==> images/ff_map.png <==
Other sequential cells in the stronger grey, the rest of the logic in the fainter grey.
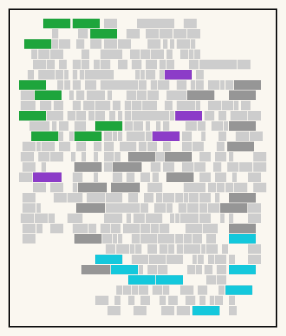
==> images/congestion_map.png <==
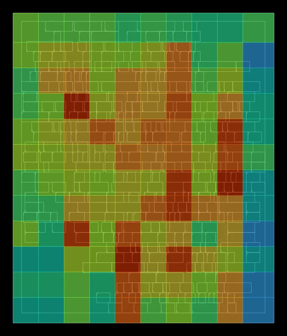
==> images/floorplan.png <==
Pins as bars on the die edge. Tap cells in grey.
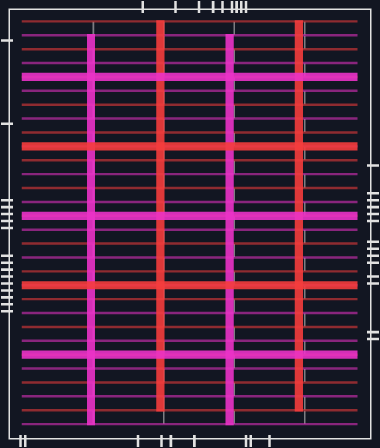
==> images/clock_wires.png <==
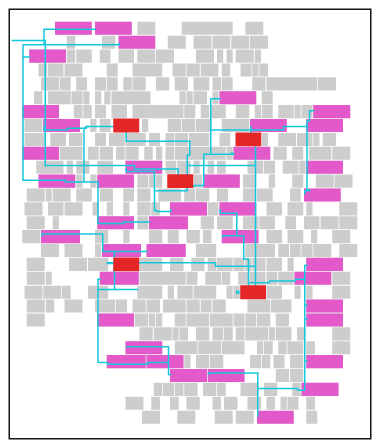
==> images/class_map.png <==
Scale bar: 20 um.
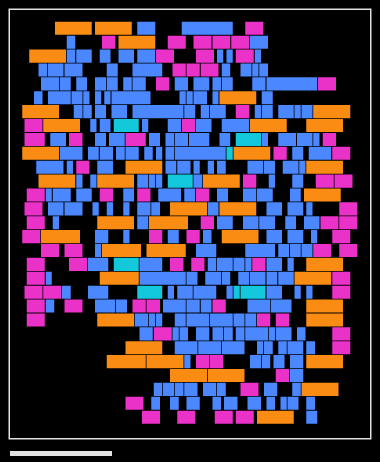
### src/rtl/mpmc12_state_machine_fta_if.sv
// Bundle of the arbiter-side and DDR app-side signals of one mpmc12 port
// sequencer. The sequencer uses the master view; whatever models the fifo
// arbiter and the DDR app interface uses the slave view.
interface mpmc12_state_machine_fta_if #(
   parameter int BURST_W = 8
);
   // arbiter / fifo side
   logic               calib_complete;
   logic               rst_busy;
   logic               req_v;
   logic               req_we;
   logic               req_atomic;
   logic [BURST_W-1:0] req_burst;
   logic               select_next;
   // refresh handshake
   logic               ref_req;
   logic               ref_ack;
   logic               app_ref_req;
   logic               app_ref_ack;
   // DDR app command / data side
   logic               app_en;
   logic               app_rdy;
   logic               app_wdf_wren;
   logic               app_wdf_end;
   logic               app_wdf_rdy;
   logic               app_rd_valid;
   logic               rmw_hit;
   // status
   logic [BURST_W-1:0] req_cnt;
   logic [BURST_W-1:0] resp_cnt;
   logic [3:0]         state;
   logic               timeout;

   modport master (
      input  calib_complete, rst_busy, req_v, req_we, req_atomic, req_burst,
             ref_req, app_ref_ack, app_rdy, app_wdf_rdy, app_rd_valid, rmw_hit,
      output select_next, ref_ack, app_ref_req, app_en, app_wdf_wren,
             app_wdf_end, req_cnt, resp_cnt, state, timeout
   );

   modport slave (
      output calib_complete, rst_busy, req_v, req_we, req_atomic, req_burst,
             ref_req, app_ref_ack, app_rdy, app_wdf_rdy, app_rd_valid, rmw_hit,
      input  select_next, ref_ack, app_ref_req, app_en, app_wdf_wren,
             app_wdf_end, req_cnt, resp_cnt, state, timeout
   );
endinterface

### src/rtl/mpmc12_state_machine_fta.sv
// Per-port command sequencer of the mpmc12 memory controller. Takes one
// arbitrated request at a time from the input fifos and turns it into DDR
// app-interface command/write-data strobes, with refresh arbitration and a
// per-state watchdog.
// Optional feature macro: MPMC12_RMW_EN -- when defined, atomic requests run
// a read / ALU / write-back sequence (states ALU, ALU_EXE, WRITE_TRAMP);
// when undefined, atomics complete as plain reads.
module mpmc12_state_machine_fta #(
   parameter int BURST_W       = 8,
   parameter int MAX_BURST     = 7,
   parameter int PRESET_CYCLES = 3,
   parameter int TO_CYCLES     = 1023
) (
   input  logic                                clk,
   input  logic                                rst_n,
   mpmc12_state_machine_fta_if.master          bus
);

   typedef enum logic [3:0] {
      S_IDLE        = 4'd0,
      S_REFRESH     = 4'd1,
      S_PRESET      = 4'd2,
      S_WRITE       = 4'd3,
      S_READ_REQ    = 4'd4,
      S_READ_WAIT   = 4'd5,
      S_ALU         = 4'd6,
      S_ALU_EXE     = 4'd7,
      S_WRITE_TRAMP = 4'd8
   } state_t;

   // The dwell counter doubles as PRESET / ALU_EXE length counter and watchdog.
   localparam int                 TO_W        = $clog2(TO_CYCLES + 1);
   localparam logic [TO_W-1:0]    TO_LAST     = TO_W'(TO_CYCLES - 1);
   localparam logic [TO_W-1:0]    PRESET_LAST = TO_W'(PRESET_CYCLES - 1);
   localparam logic [BURST_W-1:0] BURST_MAX   = BURST_W'(MAX_BURST);
   localparam logic [BURST_W:0]   ONE_X       = (BURST_W+1)'(1);

   state_t             state_q, state_d;
   logic [TO_W-1:0]    dwell_q;
   logic [BURST_W-1:0] req_cnt_q, resp_cnt_q, burst_q;
   logic               we_q;
   logic               timeout_q;

   logic               sel_c, ref_ack_c, app_en_c, wdf_wren_c, wdf_end_c;
   logic               latch_req, cnt_clr, req_inc, resp_inc, tramp, to_fire;
   logic               can_start;
   logic [BURST_W:0]   beats_needed;
   logic [BURST_W:0]   resp_ext;

`ifdef MPMC12_RMW_EN
   localparam logic [TO_W-1:0] EXE_LAST = TO_W'(3);
   logic atomic_q;
`else
   // Atomic qualifiers have no effect in this build.
   logic unused_rmw;
   assign unused_rmw = bus.req_atomic ^ bus.rmw_hit;
`endif

   assign can_start    = bus.calib_complete && !bus.rst_busy;
   assign beats_needed = {1'b0, burst_q} + ONE_X;
   assign resp_ext     = {1'b0, resp_cnt_q};

   // Next-state and strobe decode for the current state.
   always_comb begin
      // NOTE: every signal written here gets a default first, so no path can
      // leave one unassigned and infer a latch.
      state_d    = state_q;
      sel_c      = 1'b0;
      ref_ack_c  = 1'b0;
      app_en_c   = 1'b0;
      wdf_wren_c = 1'b0;
      wdf_end_c  = 1'b0;
      latch_req  = 1'b0;
      cnt_clr    = 1'b0;
      req_inc    = 1'b0;
      tramp      = 1'b0;

      case (state_q)
         S_IDLE: begin
            // Refresh beats a pending request; the request stays in the fifo.
            if (can_start && bus.ref_req) begin
               state_d = S_REFRESH;
            end else if (can_start && bus.req_v) begin
               state_d   = S_PRESET;
               latch_req = 1'b1;
            end else begin
               sel_c = 1'b1;
            end
         end
         S_REFRESH: begin
            ref_ack_c = 1'b1;
            if (bus.app_ref_ack) state_d = S_IDLE;
         end
         S_PRESET: begin
            cnt_clr = 1'b1;
            if (dwell_q == PRESET_LAST) state_d = we_q ? S_WRITE : S_READ_REQ;
         end
         S_WRITE: begin
            app_en_c   = 1'b1;
            wdf_wren_c = 1'b1;
            wdf_end_c  = (req_cnt_q == burst_q);
            if (bus.app_rdy && bus.app_wdf_rdy) begin
               req_inc = 1'b1;
               if (req_cnt_q == burst_q) state_d = S_IDLE;
            end
         end
         S_READ_REQ: begin
            app_en_c = 1'b1;
            if (bus.app_rdy) begin
               req_inc = 1'b1;
               if (req_cnt_q == burst_q) state_d = S_READ_WAIT;
            end
         end
         S_READ_WAIT: begin
            if (resp_ext == beats_needed) begin
`ifdef MPMC12_RMW_EN
               state_d = atomic_q ? S_ALU : S_IDLE;
`else
               state_d = S_IDLE;
`endif
            end
         end
`ifdef MPMC12_RMW_EN
         S_ALU: begin
            if (bus.rmw_hit) state_d = S_ALU_EXE;
         end
         S_ALU_EXE: begin
            if (dwell_q == EXE_LAST) state_d = S_WRITE_TRAMP;
         end
         S_WRITE_TRAMP: begin
            // Write-back of the modified line is a single beat.
            tramp   = 1'b1;
            state_d = S_WRITE;
         end
`endif
         default: state_d = S_IDLE;
      endcase

      // Read beats count only while a read is outstanding and never past the burst.
      resp_inc = bus.app_rd_valid &&
                 (state_q == S_READ_REQ || state_q == S_READ_WAIT) &&
                 (resp_ext < beats_needed);

      // Watchdog overrides every other transition and counter update.
      to_fire = (state_q != S_IDLE) && bus.calib_complete && (dwell_q == TO_LAST);
      if (to_fire) begin
         state_d   = S_IDLE;
         latch_req = 1'b0;
         cnt_clr   = 1'b0;
         req_inc   = 1'b0;
         resp_inc  = 1'b0;
         tramp     = 1'b0;
      end
   end

   // State, counters and latched request fields.
   always_ff @(posedge clk) begin
      // NOTE: sequential state is updated with non-blocking assignments so
      // every register samples the pre-edge values of the others.
      if (!rst_n) begin
         state_q    <= S_IDLE;
         dwell_q    <= '0;
         req_cnt_q  <= '0;
         resp_cnt_q <= '0;
         burst_q    <= '0;
         we_q       <= 1'b0;
         timeout_q  <= 1'b0;
`ifdef MPMC12_RMW_EN
         atomic_q   <= 1'b0;
`endif
      end else begin
         state_q   <= state_d;
         timeout_q <= to_fire;

         if (state_d != state_q)   dwell_q <= '0;
         else if (dwell_q != TO_LAST) dwell_q <= dwell_q + 1'b1;

         if (latch_req) begin
            we_q    <= bus.req_we;
            burst_q <= (bus.req_burst > BURST_MAX) ? BURST_MAX : bus.req_burst;
`ifdef MPMC12_RMW_EN
            atomic_q <= bus.req_atomic;
`endif
         end else if (tramp) begin
            burst_q <= '0;
         end

         if (cnt_clr || tramp)                req_cnt_q <= '0;
         else if (req_inc && req_cnt_q != '1) req_cnt_q <= req_cnt_q + 1'b1;

         if (cnt_clr)                           resp_cnt_q <= '0;
         else if (resp_inc && resp_cnt_q != '1) resp_cnt_q <= resp_cnt_q + 1'b1;
      end
   end

   assign bus.select_next  = sel_c;
   assign bus.ref_ack      = ref_ack_c;
   assign bus.app_ref_req  = ref_ack_c;
   assign bus.app_en       = app_en_c;
   assign bus.app_wdf_wren = wdf_wren_c;
   assign bus.app_wdf_end  = wdf_end_c;
   assign bus.req_cnt      = req_cnt_q;
   assign bus.resp_cnt     = resp_cnt_q;
   assign bus.state        = state_q;
   assign bus.timeout      = timeout_q;

endmodule

### src/flat_wrapper.sv
// flat-port wrapper written by rule: the top's interface ports become plain ports
module mpmc12_state_machine_fta_flat 
#(
   parameter int BURST_W       = 8,
   parameter int MAX_BURST     = 7,
   parameter int PRESET_CYCLES = 3,
   parameter int TO_CYCLES     = 1023
)
  (clk, rst_n, bus_calib_complete, bus_rst_busy, bus_req_v, bus_req_we, bus_req_atomic, bus_req_burst, bus_ref_req, bus_app_ref_ack, bus_app_rdy, bus_app_wdf_rdy, bus_app_rd_valid, bus_rmw_hit, bus_select_next, bus_ref_ack, bus_app_ref_req, bus_app_en, bus_app_wdf_wren, bus_app_wdf_end, bus_req_cnt, bus_resp_cnt, bus_state, bus_timeout);
  mpmc12_state_machine_fta_if #(.BURST_W(BURST_W)) bus_i ();
  input  logic clk;
  input  logic rst_n;
  input wire logic [$bits(bus_i.calib_complete)-1:0] bus_calib_complete;
  input wire logic [$bits(bus_i.rst_busy)-1:0] bus_rst_busy;
  input wire logic [$bits(bus_i.req_v)-1:0] bus_req_v;
  input wire logic [$bits(bus_i.req_we)-1:0] bus_req_we;
  input wire logic [$bits(bus_i.req_atomic)-1:0] bus_req_atomic;
  input wire logic [$bits(bus_i.req_burst)-1:0] bus_req_burst;
  input wire logic [$bits(bus_i.ref_req)-1:0] bus_ref_req;
  input wire logic [$bits(bus_i.app_ref_ack)-1:0] bus_app_ref_ack;
  input wire logic [$bits(bus_i.app_rdy)-1:0] bus_app_rdy;
  input wire logic [$bits(bus_i.app_wdf_rdy)-1:0] bus_app_wdf_rdy;
  input wire logic [$bits(bus_i.app_rd_valid)-1:0] bus_app_rd_valid;
  input wire logic [$bits(bus_i.rmw_hit)-1:0] bus_rmw_hit;
  output wire logic [$bits(bus_i.select_next)-1:0] bus_select_next;
  output wire logic [$bits(bus_i.ref_ack)-1:0] bus_ref_ack;
  output wire logic [$bits(bus_i.app_ref_req)-1:0] bus_app_ref_req;
  output wire logic [$bits(bus_i.app_en)-1:0] bus_app_en;
  output wire logic [$bits(bus_i.app_wdf_wren)-1:0] bus_app_wdf_wren;
  output wire logic [$bits(bus_i.app_wdf_end)-1:0] bus_app_wdf_end;
  output wire logic [$bits(bus_i.req_cnt)-1:0] bus_req_cnt;
  output wire logic [$bits(bus_i.resp_cnt)-1:0] bus_resp_cnt;
  output wire logic [$bits(bus_i.state)-1:0] bus_state;
  output wire logic [$bits(bus_i.timeout)-1:0] bus_timeout;
  assign bus_i.calib_complete = bus_calib_complete;
  assign bus_i.rst_busy = bus_rst_busy;
  assign bus_i.req_v = bus_req_v;
  assign bus_i.req_we = bus_req_we;
  assign bus_i.req_atomic = bus_req_atomic;
  assign bus_i.req_burst = bus_req_burst;
  assign bus_i.ref_req = bus_ref_req;
  assign bus_i.app_ref_ack = bus_app_ref_ack;
  assign bus_i.app_rdy = bus_app_rdy;
  assign bus_i.app_wdf_rdy = bus_app_wdf_rdy;
  assign bus_i.app_rd_valid = bus_app_rd_valid;
  assign bus_i.rmw_hit = bus_rmw_hit;
  assign bus_select_next = bus_i.select_next;
  assign bus_ref_ack = bus_i.ref_ack;
  assign bus_app_ref_req = bus_i.app_ref_req;
  assign bus_app_en = bus_i.app_en;
  assign bus_app_wdf_wren = bus_i.app_wdf_wren;
  assign bus_app_wdf_end = bus_i.app_wdf_end;
  assign bus_req_cnt = bus_i.req_cnt;
  assign bus_resp_cnt = bus_i.resp_cnt;
  assign bus_state = bus_i.state;
  assign bus_timeout = bus_i.timeout;
  mpmc12_state_machine_fta #(.BURST_W(BURST_W), .MAX_BURST(MAX_BURST), .PRESET_CYCLES(PRESET_CYCLES), .TO_CYCLES(TO_CYCLES)) u_core (.clk(clk), .rst_n(rst_n), .bus(bus_i));
endmodule
### config.mk
export PLATFORM = sky130hd
export DESIGN_NAME = mpmc12_state_machine_fta_flat
export DESIGN_NICKNAME = d
export VERILOG_FILES = /design/src/rtl/mpmc12_state_machine_fta_if.sv /design/src/rtl/mpmc12_state_machine_fta.sv /design/src/flat_wrapper.sv
export SDC_FILE = /design/constraint.sdc
export NUM_CORES = 1
export LEC_CHECK = 0
export ABC_AREA = 0
export CORE_ASPECT_RATIO = 1.2
export CORE_MARGIN = 2
export CORE_UTILIZATION = 47
export DETAILED_ROUTE_END_ITERATION = 8
export PLACE_DENSITY = 0.76
export SKIP_CTS_REPAIR_TIMING = 1
export SLEW_MARGIN = 0
export SYNTH_ARGS = -nofsm -noshare
export SYNTH_HDL_FRONTEND = slang
export SYNTH_SLANG_ARGS = --single-unit
### constraint.sdc
create_clock -name clk -period 2.8 [get_ports clk]
set_clock_uncertainty 0.2 [all_clocks]
set_input_delay 0.28 -clock clk [delete_from_list [all_inputs] [get_ports clk]]
set_output_delay 0.28 -clock clk [all_outputs]
set_load 0.02 [all_outputs]
==> flow_summary.yaml <==
# generated from flow reports
status:
  status: "completed"
power_and_ir_drop:
  p_leak_uw: 0.00125
  p_int_uw: 829
  maxPowerGroup: "sequential cells"
  powerDensity_nw_per_um2: 322
  p_comb_uw: 101
worst_setup_path:
  reg2reg_slack_ps: 170
  rr_worst_depth: 11
  r2r-start: "u_core.burst_q[1]$_SDFFE_PN0P_"
  cp-start-kind: "register"
global_routing:
  first_global_vias: 2267
cells_and_area:
  comb_cells: 227
  regMostFlops: "u_core.dwell_q"
  mostFrequentLayoutCell: "clkdlybuf4s50_1"
  n_fill_cell: 451
  nNonClkInverters: 8
  bufAreaShareNonClock: 0.202
logic_synthesis:
  xor_area_frac: 0.0947
  avgSynthCellArea_um2: 8.64
  synth_nets: 323
  synth_top_flop_cell: "dfxtp_1"
  syn_inst: 289
  simple_gate_share: 0.311
drt:
  dr.max_layer_used: "met4"
  detail-route-antenna-nets: 0
final_timing:
  setup_violations: 0
  max_freq_mhz: 378
  slew_violations: 0
  maxSlewHeadroom: 0.268
  max_slew.worst_pin.slew_ps: 1090
min_path:
  holdPathEnd: "u_core.we_q$_SDFFE_PN0P_"
clocking:
  cts_root_buffer: "clkbuf_8"
  htree_levels: 2
place:
  io_buffer_count: 45
Back to the opening pictures, ff_map.png:
- cyan: `u_core.bus.resp_cnt` (flops 8)
- purple: `u_core.bus.state` (flops 4)
- green: `u_core.dwell_q` (flops 10)

Back to the opening pictures, congestion_map.png:
met3 track demand over resource: 0.0471
post-DR wirelength/cell: 15.3 um
met2 Track Usage GR: 0.369

Back to the opening pictures, floorplan.png:
- magenta: VSS
- red: VDD
- met5 straps: 5
- signal pins: 48
- rows: 29
Die W: 70.5 um
Max IR drop VDD: 0.000276 V
Die Y: 83.8 um

Back to the opening pictures, clock_wires.png:
- cyan: clock wires (length 574 um)
- red: clock-net drivers (count 5)
- magenta: flip-flops (count 40)
- flops lie: spread over the die
clock power share: 0.374
worst skew pair latency: 300 ps
total clock network power: 407 uW

Back to the opening pictures, class_map.png:
- blue: remaining logic cells (cells 235; share of their area 52%)
- magenta: remaining buffers and delay cells (cells 75; share of their area 21%)
- orange: registers (cells 40; share of their area 25%)
- cyan: clock drivers and dummy loads (cells 8; share of their area 2.7%)
final core occ: 0.651
flop share of the area: 0.239
core area: 5190 um^2
post-route cell area: 3380 um^2
row count: 29

No activity file was given, so power comes from the tool's default toggle rates.
